Figure 1. Metal layers overlaid.
Scale: 1.5 px per µm. Only two layers are drawn.
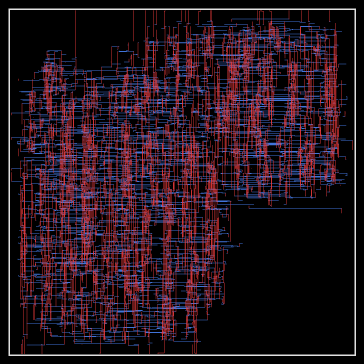
Figure 2. Flops by top-level scope.
Scale: 1.5 px per µm.
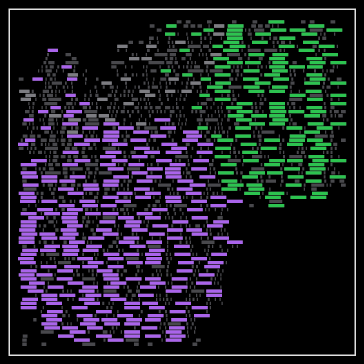
$ cat src/rtl/spi_seq_pkg.sv
// Shared opcode values and FSM state encoding for the SPI command sequencer.
package spi_seq_pkg;

    localparam logic [7:0] OP_XFER    = 8'h00;
    localparam logic [7:0] OP_CS_ON   = 8'h01;
    localparam logic [7:0] OP_CS_OFF  = 8'h02;
    localparam logic [7:0] OP_XFER_NC = 8'h03;
    localparam logic [7:0] OP_DELAY   = 8'h04;

    typedef enum logic [1:0] {
        ST_IDLE  = 2'd0,
        ST_WAIT  = 2'd1,
        ST_DELAY = 2'd2
    } seq_state_e;

endpackage

$ cat src/rtl/sync_fifo.sv
// First-word-fall-through synchronous FIFO; the head is visible whenever not empty
// and reads as zero while empty.
module sync_fifo #(
    parameter int WIDTH = 8,
    parameter int DEPTH = 16
) (
    input  logic             clock,
    input  logic             reset,
    input  logic             push_i,
    input  logic [WIDTH-1:0] pushData_i,
    input  logic             pop_i,
    output logic [WIDTH-1:0] popData_o,
    output logic             full_o,
    output logic             empty_o
);

    localparam int AW = $clog2(DEPTH);
    localparam int CW = AW + 1;

    logic [WIDTH-1:0] memQ [DEPTH];
    logic [AW-1:0]    wrPtrQ;
    logic [AW-1:0]    rdPtrQ;
    logic [CW-1:0]    countQ;
    logic             doPush;
    logic             doPop;

    assign empty_o = (countQ == '0);
    assign full_o  = (countQ == CW'(DEPTH));

    // A pop on an empty FIFO is ignored; a push while full is accepted only alongside a pop.
    assign doPop  = pop_i && !empty_o;
    assign doPush = push_i && (!full_o || doPop);

    always_ff @(posedge clock) begin
        if (reset) begin
            wrPtrQ <= '0;
            rdPtrQ <= '0;
            countQ <= '0;
        end else begin
            if (doPush) begin
                wrPtrQ <= wrPtrQ + AW'(1);
            end
            if (doPop) begin
                rdPtrQ <= rdPtrQ + AW'(1);
            end
            if (doPush && !doPop) begin
                countQ <= countQ + CW'(1);
            end else if (doPop && !doPush) begin
                countQ <= countQ - CW'(1);
            end
        end
    end

    always_ff @(posedge clock) begin
        if (doPush) begin
            memQ[wrPtrQ] <= pushData_i;
        end
    end

    assign popData_o = empty_o ? '0 : memQ[rdPtrQ];

endmodule

$ cat src/rtl/spi_sequencer.sv
// Command-driven sequencer: decodes 16-bit commands into SPI byte transfers,
// chip-select framing and cycle delays, capturing received bytes into a result FIFO.
module spi_sequencer
    import spi_seq_pkg::*;
#(
    parameter int CMD_DEPTH = 16,
    parameter int RES_DEPTH = 16
) (
    input  logic        clock,
    input  logic        reset,
    input  logic [15:0] cmd_data,
    input  logic        cmd_valid,
    output logic        cmd_ready,
    output logic [7:0]  res_data,
    output logic        res_valid,
    input  logic        res_ready,
    output logic [7:0]  spi_in_data,
    output logic        spi_go,
    input  logic        spi_done,
    input  logic [7:0]  spi_out_data,
    output logic        cs_n,
    output logic        err,
    output logic        idle
);

    seq_state_e  stateQ, stateD;
    logic [7:0]  delayCntQ, delayCntD;
    logic        captureQ, captureD;
    logic        csNQ, csND;
    logic        errQ, errD;
    logic        spiGoQ, spiGoD;
    logic [7:0]  spiInDataQ, spiInDataD;

    logic [15:0] cmdHead;
    logic        cmdEmpty;
    logic        cmdFull;
    logic        cmdPop;
    logic        resFull;
    logic        resEmpty;
    logic        resPush;
    logic        dispatch;
    logic [7:0]  opcode;
    logic [7:0]  arg;

    sync_fifo #(.WIDTH(16), .DEPTH(CMD_DEPTH)) cmdFifo (
        .clock      (clock),
        .reset      (reset),
        .push_i     (cmd_valid),
        .pushData_i (cmd_data),
        .pop_i      (cmdPop),
        .popData_o  (cmdHead),
        .full_o     (cmdFull),
        .empty_o    (cmdEmpty)
    );

    sync_fifo #(.WIDTH(8), .DEPTH(RES_DEPTH)) resFifo (
        .clock      (clock),
        .reset      (reset),
        .push_i     (resPush),
        .pushData_i (spi_out_data),
        .pop_i      (res_ready),
        .popData_o  (res_data),
        .full_o     (resFull),
        .empty_o    (resEmpty)
    );

    assign opcode = cmdHead[15:8];
    assign arg    = cmdHead[7:0];

    // The last delay cycle also decodes the head, so the next command pops n+1 edges after the delay pop.
    assign dispatch = (stateQ == ST_IDLE) || ((stateQ == ST_DELAY) && (delayCntQ == '0));

    always_ff @(posedge clock) begin
        if (reset) begin
            stateQ     <= ST_IDLE;
            delayCntQ  <= '0;
            captureQ   <= 1'b0;
            csNQ       <= 1'b1;
            errQ       <= 1'b0;
            spiGoQ     <= 1'b0;
            spiInDataQ <= '0;
        end else begin
            stateQ     <= stateD;
            delayCntQ  <= delayCntD;
            captureQ   <= captureD;
            csNQ       <= csND;
            errQ       <= errD;
            spiGoQ     <= spiGoD;
            spiInDataQ <= spiInDataD;
        end
    end

    always_comb begin
        stateD = stateQ;
        case (stateQ)
            ST_WAIT:  if (spi_done) stateD = ST_IDLE;
            ST_DELAY: if (delayCntQ == '0) stateD = ST_IDLE;
            default:  stateD = ST_IDLE;
        endcase
        if (dispatch && !cmdEmpty) begin
            case (opcode)
                OP_XFER:    if (!resFull) stateD = ST_WAIT;
                OP_XFER_NC: stateD = ST_WAIT;
                OP_DELAY:   stateD = ST_DELAY;
                default:    ;
            endcase
        end
    end

    // A capturing transfer is only issued with a free result slot, so the push in WAIT never overflows.
    always_comb begin
        cmdPop     = 1'b0;
        spiGoD     = 1'b0;
        spiInDataD = spiInDataQ;
        csND       = csNQ;
        errD       = errQ;
        captureD   = captureQ;
        delayCntD  = ((stateQ == ST_DELAY) && (delayCntQ != '0)) ? delayCntQ - 8'd1 : delayCntQ;
        resPush    = (stateQ == ST_WAIT) && spi_done && captureQ;
        if (dispatch && !cmdEmpty) begin
            case (opcode)
                OP_XFER: begin
                    if (!resFull) begin
                        cmdPop     = 1'b1;
                        spiGoD     = 1'b1;
                        spiInDataD = arg;
                        captureD   = 1'b1;
                    end
                end
                OP_CS_ON: begin
                    cmdPop = 1'b1;
                    csND   = 1'b0;
                end
                OP_CS_OFF: begin
                    cmdPop = 1'b1;
                    csND   = 1'b1;
                end
                OP_XFER_NC: begin
                    cmdPop     = 1'b1;
                    spiGoD     = 1'b1;
                    spiInDataD = arg;
                    captureD   = 1'b0;
                end
                OP_DELAY: begin
                    cmdPop    = 1'b1;
                    delayCntD = arg;
                end
                default: begin
                    cmdPop = 1'b1;
                    errD   = 1'b1;
                end
            endcase
        end
    end

    assign cmd_ready   = !cmdFull;
    assign res_valid   = !resEmpty;
    assign spi_go      = spiGoQ;
    assign spi_in_data = spiInDataQ;
    assign cs_n        = csNQ;
    assign err         = errQ;
    assign idle        = (stateQ == ST_IDLE) && cmdEmpty;

endmodule
$ cat config.mk
export PLATFORM = sky130hd
export DESIGN_NAME = spi_sequencer
export DESIGN_NICKNAME = d
export VERILOG_FILES = /design/src/rtl/spi_seq_pkg.sv /design/src/rtl/sync_fifo.sv /design/src/rtl/spi_sequencer.sv
export SDC_FILE = /design/constraint.sdc
export NUM_CORES = 1
export LEC_CHECK = 0
export ABC_AREA = 1
export CAP_MARGIN = 20
export CELL_PAD_IN_SITES_DETAIL_PLACEMENT = 1
export CELL_PAD_IN_SITES_GLOBAL_PLACEMENT = 1
export CORE_MARGIN = 5
export CORE_UTILIZATION = 37
export CTS_CLUSTER_DIAMETER = 60
export DETAILED_ROUTE_END_ITERATION = 6
export GPL_ROUTABILITY_DRIVEN = 0
export GPL_TIMING_DRIVEN = 0
export PLACE_DENSITY = 0.66
export REMOVE_ABC_BUFFERS = 1
export SLEW_MARGIN = 20
export SYNTH_ARGS = -nofsm -noshare
export SYNTH_HDL_FRONTEND = slang
export SYNTH_SLANG_ARGS = --single-unit
$ cat constraint.sdc
create_clock -name clock -period 5.1 [get_ports clock]
set_input_delay 0.765 -clock clock [delete_from_list [all_inputs] [get_ports clock]]
set_output_delay 0.765 -clock clock [all_outputs]
set_load 0.01 [all_outputs]
==> results.cfg <==
; implementation run metrics
[sta]
finalClockPeriodUsage_pct = 91.65
setup_viol = 0
layout_setup_ws_ps = 425.7
skew_ps = 18.53
period_minus_slack_ps = 4674
slew_violations = 0
tightest_slew_ps = 1203
fmax_mhz = 213.9
rsz0062_at_grt = false

[power]
p_switching_w = 0.003419
pwr-share-clk_pct = 33.2
leakage_nw = 7.229
p_int_w = 0.007007
totalPowerFinal_w = 0.01043
power_density_mw_per_mm2 = 500.0
irDropWorstVdd_v = 0.0002975

[final_layout]
final-comb-area_mm2 = 0.004531
clock_area_share_pct = 7.579
fin_nets = 1619
stdcell_area_mm2 = 0.02085
largest_register_ffs = 256
buffers = 89
lay_top_cells = 384 x edfxtp_1, 219 x nor2_1, 180 x nand2_1
clkbuf_count = 62
seq_area_share_pct = 60.74
logic_gate_count = 877
flops = 440
area_growth_pct = 16.83

[worst_setup_path]
reg2regPathDepth = 24
critPathBufInv = 4
path_delay_family = simple AND/OR/NAND/NOR gates
path_cells = buf_16, inv_8, nor2_1, nand2_1, nand3_1, nand2_1, nand2_1, nand3_1, nand3_2, nand3_2, nand2_4, nand2_4, nand2_4, inv_2, ha_1, inv_1, fa_1, a21o_1, a21oi_1, nor2_1, nor2_1, nand2_1, o21ai_0, a21oi_1
critPathSlowestCell = dfxtp_4
r2r-end = cmdFifo.countQ[4]
crit_end = cmdFifo.countQ[4]
path_max_fanout = 104
endpoint_kind = register

[global_route]
grt_pass1_vias = 12510
grt_max_degree = 105
use_met1_pct = 21.56
antenna_found_initial = 0
overflow = 0
grt_pass1_wl_um = 71510

[routing]
wl_met2_um = 23680
viasPerCell = 5.292
maxUsedRoutingLayer = met4
wl_um = 46470

[place]
placed_area_mm2 = 0.01924
hpwl_um = 29020
port_buffers = 50
place_ws_ps = 283.4

[floorplan]
core_area_mm2 = 0.04775
die_height_um = 229.6
n_tap_cell = 615
rows = 80

[min_path]
hold_class = reg2reg
min_from = spi_in_data[3]
whs_endpoint = spi_in_data[3]
hold_depth = 2

[cts]
clock-sinks = 440
clockBufferDepth = 3
cts.clk_slew.worst_paths_ps = 60
ctsResizeCount = 0
postCtsSetupBuffers = 0
ctsHoldBuffers = 0

[run_status]
status = finished clean

[yosys]
ys_cells = 1497
yosys_most_used_dff = edfxtp_1
async_reset_ff_share_pct = 0
ys_sh_adder_pct = 1.767
xor_area_share_pct = 0.6870
synth_top_cell_by_area = edfxtp_1
top_cell = edfxtp_1
yosysChipArea_mm2 = 0.01785
yosys-top-cells-area = edfxtp_1 65%, dfxtp_1 6.3%, nor2_1 4.7%
top_area_share_pct = 64.61
syn-cell-area_mm2 = 0.01785
postSynthCellCount = 1497
ys_seq_share_pct = 70.89
muxShareOfSynthArea_pct = 0
## Picture notes: Figure 1
[metal 2] red | wire length: 23.7 mm
[metal 1] blue | wire length: 19600 µm
vias: 11760
Total GRT Usage: 17.28%

## Picture notes: Figure 2
[cmdFifo] purple | sequential cells: 269
[resFifo] green | sequential cells: 141
not colored: 30
Layout Cells excl Fill: 2222
die area: 0.05273 mm²
final core occ: 43.67%

-- power by group through the flow --
stage                     clock, W  sequential [W]  combinational [W]
after detailed placement         0         0.00443            0.00263
after floorplan                  0         0.00439            0.00153
final                      0.00346         0.00435            0.00262
after global routing       0.00370         0.00438            0.00293
after CTS                  0.00353         0.00435            0.00265
after global placement           0         0.00452            0.00241
-- per-stage QoR --
step	std cells	hold WS [ps]	setup TNS [ps]
2_1_floorplan	1425	430.2	-45410
3_5_place_dp	2128	439.3	0
5_1_grt	2222	466.2	0
6_report	2222	441.7	0
4_1_cts	2221	448.2	0
3_3_place_gp	2090	435.8	-1142880
-- worst min-delay path, delay by kind of cell, from the launching register on --
family                 cells  cell delay, ps
buffers and inverters      1              50
AND-OR/OR-AND              1              50
flip-flops                 1             310
Power and IR drop assume default switching activity.
